**src/rtl/wishbone_arbiter_if.sv**
```systemverilog
// Bundle of the requester-side and downstream Wishbone signals shared by wishbone_arbiter.
// The slave modport is the arbiter's view. The master modport is the requesters plus the downstream target.
interface wishbone_arbiter_if #(
  parameter int NUM_MASTERS = 2,
  parameter int ADDR_WIDTH  = 17,
  parameter int DATA_WIDTH  = 32
);
  logic [NUM_MASTERS-1:0]            M_CYC;
  logic [NUM_MASTERS-1:0]            M_STB;
  logic [NUM_MASTERS-1:0]            M_WE;
  logic [NUM_MASTERS-1:0]            M_RD;
  logic [NUM_MASTERS*ADDR_WIDTH-1:0] M_ADR;
  logic [NUM_MASTERS*DATA_WIDTH-1:0] M_WR_DAT;
  logic [NUM_MASTERS*4-1:0]          M_BYTE_STB;
  logic [NUM_MASTERS-1:0]            M_ACK;
  logic [NUM_MASTERS-1:0]            M_ERR;
  logic [DATA_WIDTH-1:0]             M_RD_DAT;
  logic                              WB_CYC;
  logic                              WB_STB;
  logic                              WB_WE;
  logic                              WB_RD;
  logic [ADDR_WIDTH-1:0]             WB_ADR;
  logic [DATA_WIDTH-1:0]             WB_WR_DAT;
  logic [3:0]                        WB_BYTE_STB;
  logic [DATA_WIDTH-1:0]             WB_RD_DAT;
  logic                              WB_ACK;
  logic [NUM_MASTERS-1:0]            GNT;

  modport slave (
    input  M_CYC, M_STB, M_WE, M_RD, M_ADR, M_WR_DAT, M_BYTE_STB, WB_RD_DAT, WB_ACK,
    output M_ACK, M_ERR, M_RD_DAT, WB_CYC, WB_STB, WB_WE, WB_RD, WB_ADR, WB_WR_DAT,
           WB_BYTE_STB, GNT
  );

  modport master (
    output M_CYC, M_STB, M_WE, M_RD, M_ADR, M_WR_DAT, M_BYTE_STB, WB_RD_DAT, WB_ACK,
    input  M_ACK, M_ERR, M_RD_DAT, WB_CYC, WB_STB, WB_WE, WB_RD, WB_ADR, WB_WR_DAT,
           WB_BYTE_STB, GNT
  );
endinterface

```
**src/rtl/wishbone_arbiter.sv**
```systemverilog
// Round-robin Wishbone arbiter: grants whole CYC tenancies, 1-cycle arbitration, zero-latency beats; losers wait with ACK=0.
// Optional stall watchdog under WB_ARB_TIMEOUT_EN (errors the stuck beat and releases the bus).
module wishbone_arbiter #(
  parameter int NUM_MASTERS    = 2,
  parameter int ADDR_WIDTH     = 17,
  parameter int DATA_WIDTH     = 32,
  parameter int TIMEOUT_CYCLES = 64
) (
  input  logic                  WB_CLK,
  input  logic                  WB_RST,
  wishbone_arbiter_if.slave     bus
);

  localparam int IDX_W = $clog2(NUM_MASTERS);

  typedef enum logic {IDLE, BUSY} state_t;

  typedef struct packed {
    logic                  cyc;
    logic                  stb;
    logic                  we;
    logic                  rd;
    logic [ADDR_WIDTH-1:0] adr;
    logic [DATA_WIDTH-1:0] dat;
    logic [3:0]            sel;
  } req_t;

  state_t                 state_q, state_d;
  logic [NUM_MASTERS-1:0] gnt_q, gnt_d;
  logic [IDX_W-1:0]       gidx_q, gidx_d;
  logic [IDX_W-1:0]       ptr_q, ptr_d;

  req_t                   sel_req;
  logic                   win_vld;
  logic [IDX_W-1:0]       win_idx;
  logic [IDX_W-1:0]       cand;
  logic                   drive;
  logic                   tmo_hit;
  logic [NUM_MASTERS-1:0] m_ack;
  logic [NUM_MASTERS-1:0] m_err;
  logic [DATA_WIDTH-1:0]  rd_dat;

  always_comb begin
    sel_req.cyc = bus.M_CYC[gidx_q];
    sel_req.stb = bus.M_STB[gidx_q];
    sel_req.we  = bus.M_WE[gidx_q];
    sel_req.rd  = bus.M_RD[gidx_q];
    sel_req.adr = bus.M_ADR[gidx_q*ADDR_WIDTH +: ADDR_WIDTH];
    sel_req.dat = bus.M_WR_DAT[gidx_q*DATA_WIDTH +: DATA_WIDTH];
    sel_req.sel = bus.M_BYTE_STB[gidx_q*4 +: 4];
  end

  // Scan from the farthest candidate down so the nearest requester after the pointer wins.
  always_comb begin
    win_vld = 1'b0;
    win_idx = '0;
    cand    = '0;
    for (int i = NUM_MASTERS; i >= 1; i--) begin
      cand = IDX_W'((int'(ptr_q) + i) % NUM_MASTERS);
      if (bus.M_CYC[cand]) begin
        win_vld = 1'b1;
        win_idx = cand;
      end
    end
  end

`ifdef WB_ARB_TIMEOUT_EN
  localparam int CNT_W = $clog2(TIMEOUT_CYCLES + 1);

  logic [CNT_W-1:0] cnt_q, cnt_d;

  // Keyed off the registered count only, so WB_ACK never reaches WB_CYC/WB_STB combinationally;
  // an ACK landing on the expiry cycle itself is swallowed by the error response.
  assign tmo_hit = (state_q == BUSY) && sel_req.cyc && sel_req.stb &&
                   (cnt_q == CNT_W'(TIMEOUT_CYCLES - 1));

  always_comb begin
    cnt_d = cnt_q;
    if (state_q != BUSY || bus.WB_ACK || tmo_hit) begin
      cnt_d = '0;
    end else if (sel_req.cyc && sel_req.stb) begin
      cnt_d = cnt_q + 1'b1;
    end
  end

  always_ff @(posedge WB_CLK or negedge WB_RST) begin
    if (!WB_RST) begin
      cnt_q <= '0;
    end else begin
      cnt_q <= cnt_d;
    end
  end
`else
  localparam int unused_timeout_cycles = TIMEOUT_CYCLES;

  assign tmo_hit = 1'b0;
`endif

  assign drive           = (state_q == BUSY) && sel_req.cyc && !tmo_hit;
  assign bus.WB_CYC      = drive;
  assign bus.WB_STB      = drive && sel_req.stb;
  assign bus.WB_WE       = drive && sel_req.we;
  assign bus.WB_RD       = drive && sel_req.rd;
  assign bus.WB_ADR      = drive ? sel_req.adr : '0;
  assign bus.WB_WR_DAT   = drive ? sel_req.dat : '0;
  assign bus.WB_BYTE_STB = drive ? sel_req.sel : 4'h0;
  assign bus.GNT         = gnt_q;

  always_comb begin
    m_ack  = '0;
    m_err  = '0;
    rd_dat = bus.WB_RD_DAT;
    if (state_q == BUSY) begin
      m_ack[gidx_q] = bus.WB_ACK;
    end
`ifdef WB_ARB_TIMEOUT_EN
    if (tmo_hit) begin
      m_ack[gidx_q] = 1'b1;
      m_err[gidx_q] = 1'b1;
      rd_dat        = DATA_WIDTH'(32'hDEAD_BEEF);
    end
`endif
  end

  assign bus.M_ACK    = m_ack;
  assign bus.M_ERR    = m_err;
  assign bus.M_RD_DAT = rd_dat;

  always_comb begin
    state_d = state_q;
    gnt_d   = gnt_q;
    gidx_d  = gidx_q;
    ptr_d   = ptr_q;
    case (state_q)
      IDLE: begin
        if (win_vld) begin
          state_d        = BUSY;
          gidx_d         = win_idx;
          gnt_d          = '0;
          gnt_d[win_idx] = 1'b1;
        end
      end
      BUSY: begin
        if (!sel_req.cyc || tmo_hit) begin
          state_d = IDLE;
          ptr_d   = gidx_q;
          gnt_d   = '0;
        end
      end
      default: begin
        state_d = IDLE;
        gnt_d   = '0;
      end
    endcase
  end

  always_ff @(posedge WB_CLK or negedge WB_RST) begin
    if (!WB_RST) begin
      state_q <= IDLE;
      gnt_q   <= '0;
      gidx_q  <= '0;
      ptr_q   <= IDX_W'(NUM_MASTERS - 1);
    end else begin
      state_q <= state_d;
      gnt_q   <= gnt_d;
      gidx_q  <= gidx_d;
      ptr_q   <= ptr_d;
    end
  end

endmodule

```
**src/flat_wrapper.sv**
```systemverilog
// flat-port wrapper written by rule: the top's interface ports become plain ports
module wishbone_arbiter_flat 
#(
  parameter int NUM_MASTERS    = 2,
  parameter int ADDR_WIDTH     = 17,
  parameter int DATA_WIDTH     = 32,
  parameter int TIMEOUT_CYCLES = 64
)
  (WB_CLK, WB_RST, bus_M_CYC, bus_M_STB, bus_M_WE, bus_M_RD, bus_M_ADR, bus_M_WR_DAT, bus_M_BYTE_STB, bus_WB_RD_DAT, bus_WB_ACK, bus_M_ACK, bus_M_ERR, bus_M_RD_DAT, bus_WB_CYC, bus_WB_STB, bus_WB_WE, bus_WB_RD, bus_WB_ADR, bus_WB_WR_DAT, bus_WB_BYTE_STB, bus_GNT);
  wishbone_arbiter_if #(.NUM_MASTERS(NUM_MASTERS), .ADDR_WIDTH(ADDR_WIDTH), .DATA_WIDTH(DATA_WIDTH)) bus_i ();
  input  logic WB_CLK;
  input  logic WB_RST;
  input wire logic [$bits(bus_i.M_CYC)-1:0] bus_M_CYC;
  input wire logic [$bits(bus_i.M_STB)-1:0] bus_M_STB;
  input wire logic [$bits(bus_i.M_WE)-1:0] bus_M_WE;
  input wire logic [$bits(bus_i.M_RD)-1:0] bus_M_RD;
  input wire logic [$bits(bus_i.M_ADR)-1:0] bus_M_ADR;
  input wire logic [$bits(bus_i.M_WR_DAT)-1:0] bus_M_WR_DAT;
  input wire logic [$bits(bus_i.M_BYTE_STB)-1:0] bus_M_BYTE_STB;
  input wire logic [$bits(bus_i.WB_RD_DAT)-1:0] bus_WB_RD_DAT;
  input wire logic [$bits(bus_i.WB_ACK)-1:0] bus_WB_ACK;
  output wire logic [$bits(bus_i.M_ACK)-1:0] bus_M_ACK;
  output wire logic [$bits(bus_i.M_ERR)-1:0] bus_M_ERR;
  output wire logic [$bits(bus_i.M_RD_DAT)-1:0] bus_M_RD_DAT;
  output wire logic [$bits(bus_i.WB_CYC)-1:0] bus_WB_CYC;
  output wire logic [$bits(bus_i.WB_STB)-1:0] bus_WB_STB;
  output wire logic [$bits(bus_i.WB_WE)-1:0] bus_WB_WE;
  output wire logic [$bits(bus_i.WB_RD)-1:0] bus_WB_RD;
  output wire logic [$bits(bus_i.WB_ADR)-1:0] bus_WB_ADR;
  output wire logic [$bits(bus_i.WB_WR_DAT)-1:0] bus_WB_WR_DAT;
  output wire logic [$bits(bus_i.WB_BYTE_STB)-1:0] bus_WB_BYTE_STB;
  output wire logic [$bits(bus_i.GNT)-1:0] bus_GNT;
  assign bus_i.M_CYC = bus_M_CYC;
  assign bus_i.M_STB = bus_M_STB;
  assign bus_i.M_WE = bus_M_WE;
  assign bus_i.M_RD = bus_M_RD;
  assign bus_i.M_ADR = bus_M_ADR;
  assign bus_i.M_WR_DAT = bus_M_WR_DAT;
  assign bus_i.M_BYTE_STB = bus_M_BYTE_STB;
  assign bus_i.WB_RD_DAT = bus_WB_RD_DAT;
  assign bus_i.WB_ACK = bus_WB_ACK;
  assign bus_M_ACK = bus_i.M_ACK;
  assign bus_M_ERR = bus_i.M_ERR;
  assign bus_M_RD_DAT = bus_i.M_RD_DAT;
  assign bus_WB_CYC = bus_i.WB_CYC;
  assign bus_WB_STB = bus_i.WB_STB;
  assign bus_WB_WE = bus_i.WB_WE;
  assign bus_WB_RD = bus_i.WB_RD;
  assign bus_WB_ADR = bus_i.WB_ADR;
  assign bus_WB_WR_DAT = bus_i.WB_WR_DAT;
  assign bus_WB_BYTE_STB = bus_i.WB_BYTE_STB;
  assign bus_GNT = bus_i.GNT;
  wishbone_arbiter #(.NUM_MASTERS(NUM_MASTERS), .ADDR_WIDTH(ADDR_WIDTH), .DATA_WIDTH(DATA_WIDTH), .TIMEOUT_CYCLES(TIMEOUT_CYCLES)) u_core (.WB_CLK(WB_CLK), .WB_RST(WB_RST), .bus(bus_i));
endmodule
```
**config.mk**
```make
export PLATFORM = sky130hd
export DESIGN_NAME = wishbone_arbiter_flat
export DESIGN_NICKNAME = d
export VERILOG_FILES = /design/src/rtl/wishbone_arbiter_if.sv /design/src/rtl/wishbone_arbiter.sv /design/src/flat_wrapper.sv
export SDC_FILE = /design/constraint.sdc
export NUM_CORES = 1
export LEC_CHECK = 0
export ABC_CLOCK_PERIOD_IN_PS = 1000
export CORE_AREA = 2 2 95 97
export DETAILED_ROUTE_END_ITERATION = 6
export DIE_AREA = 0 0 97 99
export GPL_ROUTABILITY_DRIVEN = 1
export PLACE_DENSITY = 0.74
export SLEW_MARGIN = 5
export SYNTH_ARGS = -nofsm -noshare
export SYNTH_HDL_FRONTEND = slang
export SYNTH_SLANG_ARGS = --single-unit
export TNS_END_PERCENT = 100
```
**constraint.sdc**
```tcl
create_clock -name WB_CLK -period 1 [get_ports WB_CLK]
set_input_delay 0.15 -clock WB_CLK [delete_from_list [all_inputs] [get_ports WB_CLK]]
set_output_delay 0.15 -clock WB_CLK [all_outputs]
set_load 0.05 [all_outputs]
```
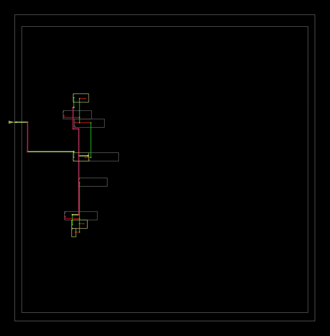
run_1/clock_nets.png
Max Clock Skew: 1.58 ps
power in the clock group: 0.391 mW
Latency at later pin: 230 ps
flip-flops: 5

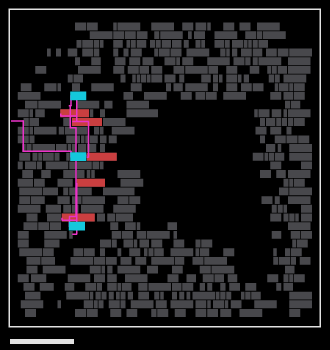
run_1/clock_wires.png
Scale bar: 20 um.
[magenta] clock wires | length: 136 um
[cyan] clock-net drivers | count: 3
[red] flip-flops | count: 5
flops lie: left middle
routed clock nets: 4
Clk pwr share: 0.040

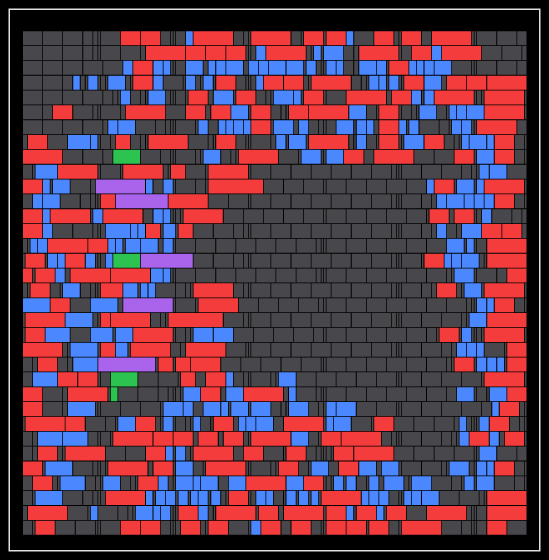
run_1/class_map.png
Fill, decap, tap and diode cells in grey.
[blue] remaining logic cells | cells: 241
[red] remaining buffers and delay cells | cells: 197
[purple] registers | cells: 5
[green] clock drivers and dummy loads | cells: 4
Final Util: 0.531
fraction of area in registers: 0.0290
num rows: 34
fin area: 4540 um2
Core Footprint: 8550 um2

==> impl_metrics.csv, run 1 <==
group,metric,value,unit
critical_path,cp.required,850,ps
grt,grt_util_met1,0.173,
logic_synthesis,synth.mux.area_fraction,0,
final_layout,nFillCells,762,
power_and_ir_drop,pwr_density_cell,2130,nW/um2
run,tool_warnings,29,
logic_synthesis,syn_area,1830,um2
final_layout,clockNetworkAreaShare,0.00993,
final_layout,buffer_area_frac,0.587,
critical_path,slowest_delay,470,ps
final_layout,largest_reg_flops,2,
run_status,status,"finished with violations",
grt,grt_use_met2,0.302,
cts,h-tree-depth,1,
power_and_ir_drop,p_sw_frac,0.489,
final_layout,nClkBuffers,4,
sta,fin_ws,-614,ps
critical_path,arrival,1460,ps
final_layout,fin_nets,597,
logic_synthesis,yosysCellCount,311,
final_layout,nNonClkBuffers,197,
grt,grt_pass1_vias,2664,
critical_path,endpoint,"bus_WB_WR_DAT[24]",
place,pre_cts_ws,-483,ps
logic_synthesis,syn_avg_cell_area,5.87,um2
logic_synthesis,ys_sh_simple,0.479,
critical_path,crit_fanout,48,
sta,setup_viol_count_final,64,
run_status,violations,"setup timing",
floorplan,ios,244,
==> inputs of run 2 (changes only) <==
--- a/config.mk
+++ b/config.mk
@@ -7,6 +7,7 @@
 export LEC_CHECK = 0
 export ABC_CLOCK_PERIOD_IN_PS = 1000
 export CORE_AREA = 2 2 95 97
+export CTS_CLUSTER_DIAMETER = 120
 export DETAILED_ROUTE_END_ITERATION = 6
 export DIE_AREA = 0 0 97 99
 export GPL_ROUTABILITY_DRIVEN = 1
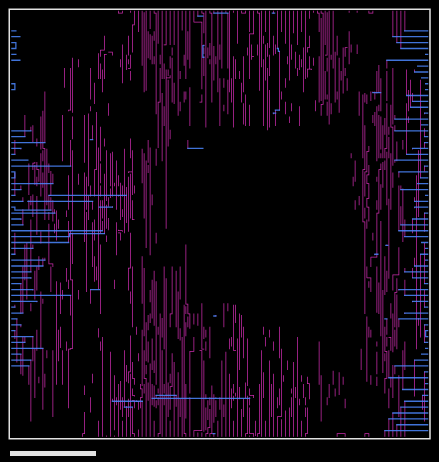
run_2/layers.png
Scale bar: 20 um. Only two layers are drawn.
[blue] M3 | wire length: 582 um
[magenta] M2 | wire length: 4410 um
Overall Global Routing Usage: 0.160
post-DR wirelength/cell: 14.7 um
total vias in the final route: 2617
Total Wirelength: 8140 um

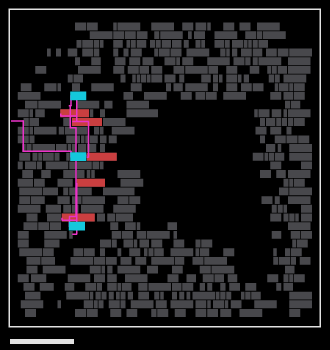
run_2/clock_wires.png
Scale bar: 20 um.
[magenta] clock wires | length: 136 um
[cyan] clock-net drivers | count: 3
[red] flip-flops | count: 5
routed clock nets: 4
flops lie: left middle

==> impl_metrics.csv, run 2 <==
group,metric,value,unit
final_layout,fin_nets,597,
grt,grt_use_met2,0.302,
sta,setup_viol_count_final,64,
final_layout,fin_util,0.531,
logic_synthesis,yosysCellCount,311,
critical_path,slowest_delay,470,ps
critical_path,endpoint,"bus_WB_WR_DAT[24]",
sta,fin_ws,-614,ps
floorplan,coreArea,8550,um2
logic_synthesis,syn_area,1830,um2
run_status,violations,"setup timing",
cts,clock.latency.late_pin,230,ps
power_and_ir_drop,p_sw_frac,0.489,
logic_synthesis,synth.mux.area_fraction,0,
final_layout,largest_reg_flops,2,
floorplan,fp-row-count,34,
run_status,status,"finished with violations",
logic_synthesis,syn_avg_cell_area,5.87,um2
final_layout,buffer_area_frac,0.587,
run,tool_warnings,29,
power_and_ir_drop,pwr_density_cell,2130,nW/um2
Power is estimated from default activity; no workload was simulated.
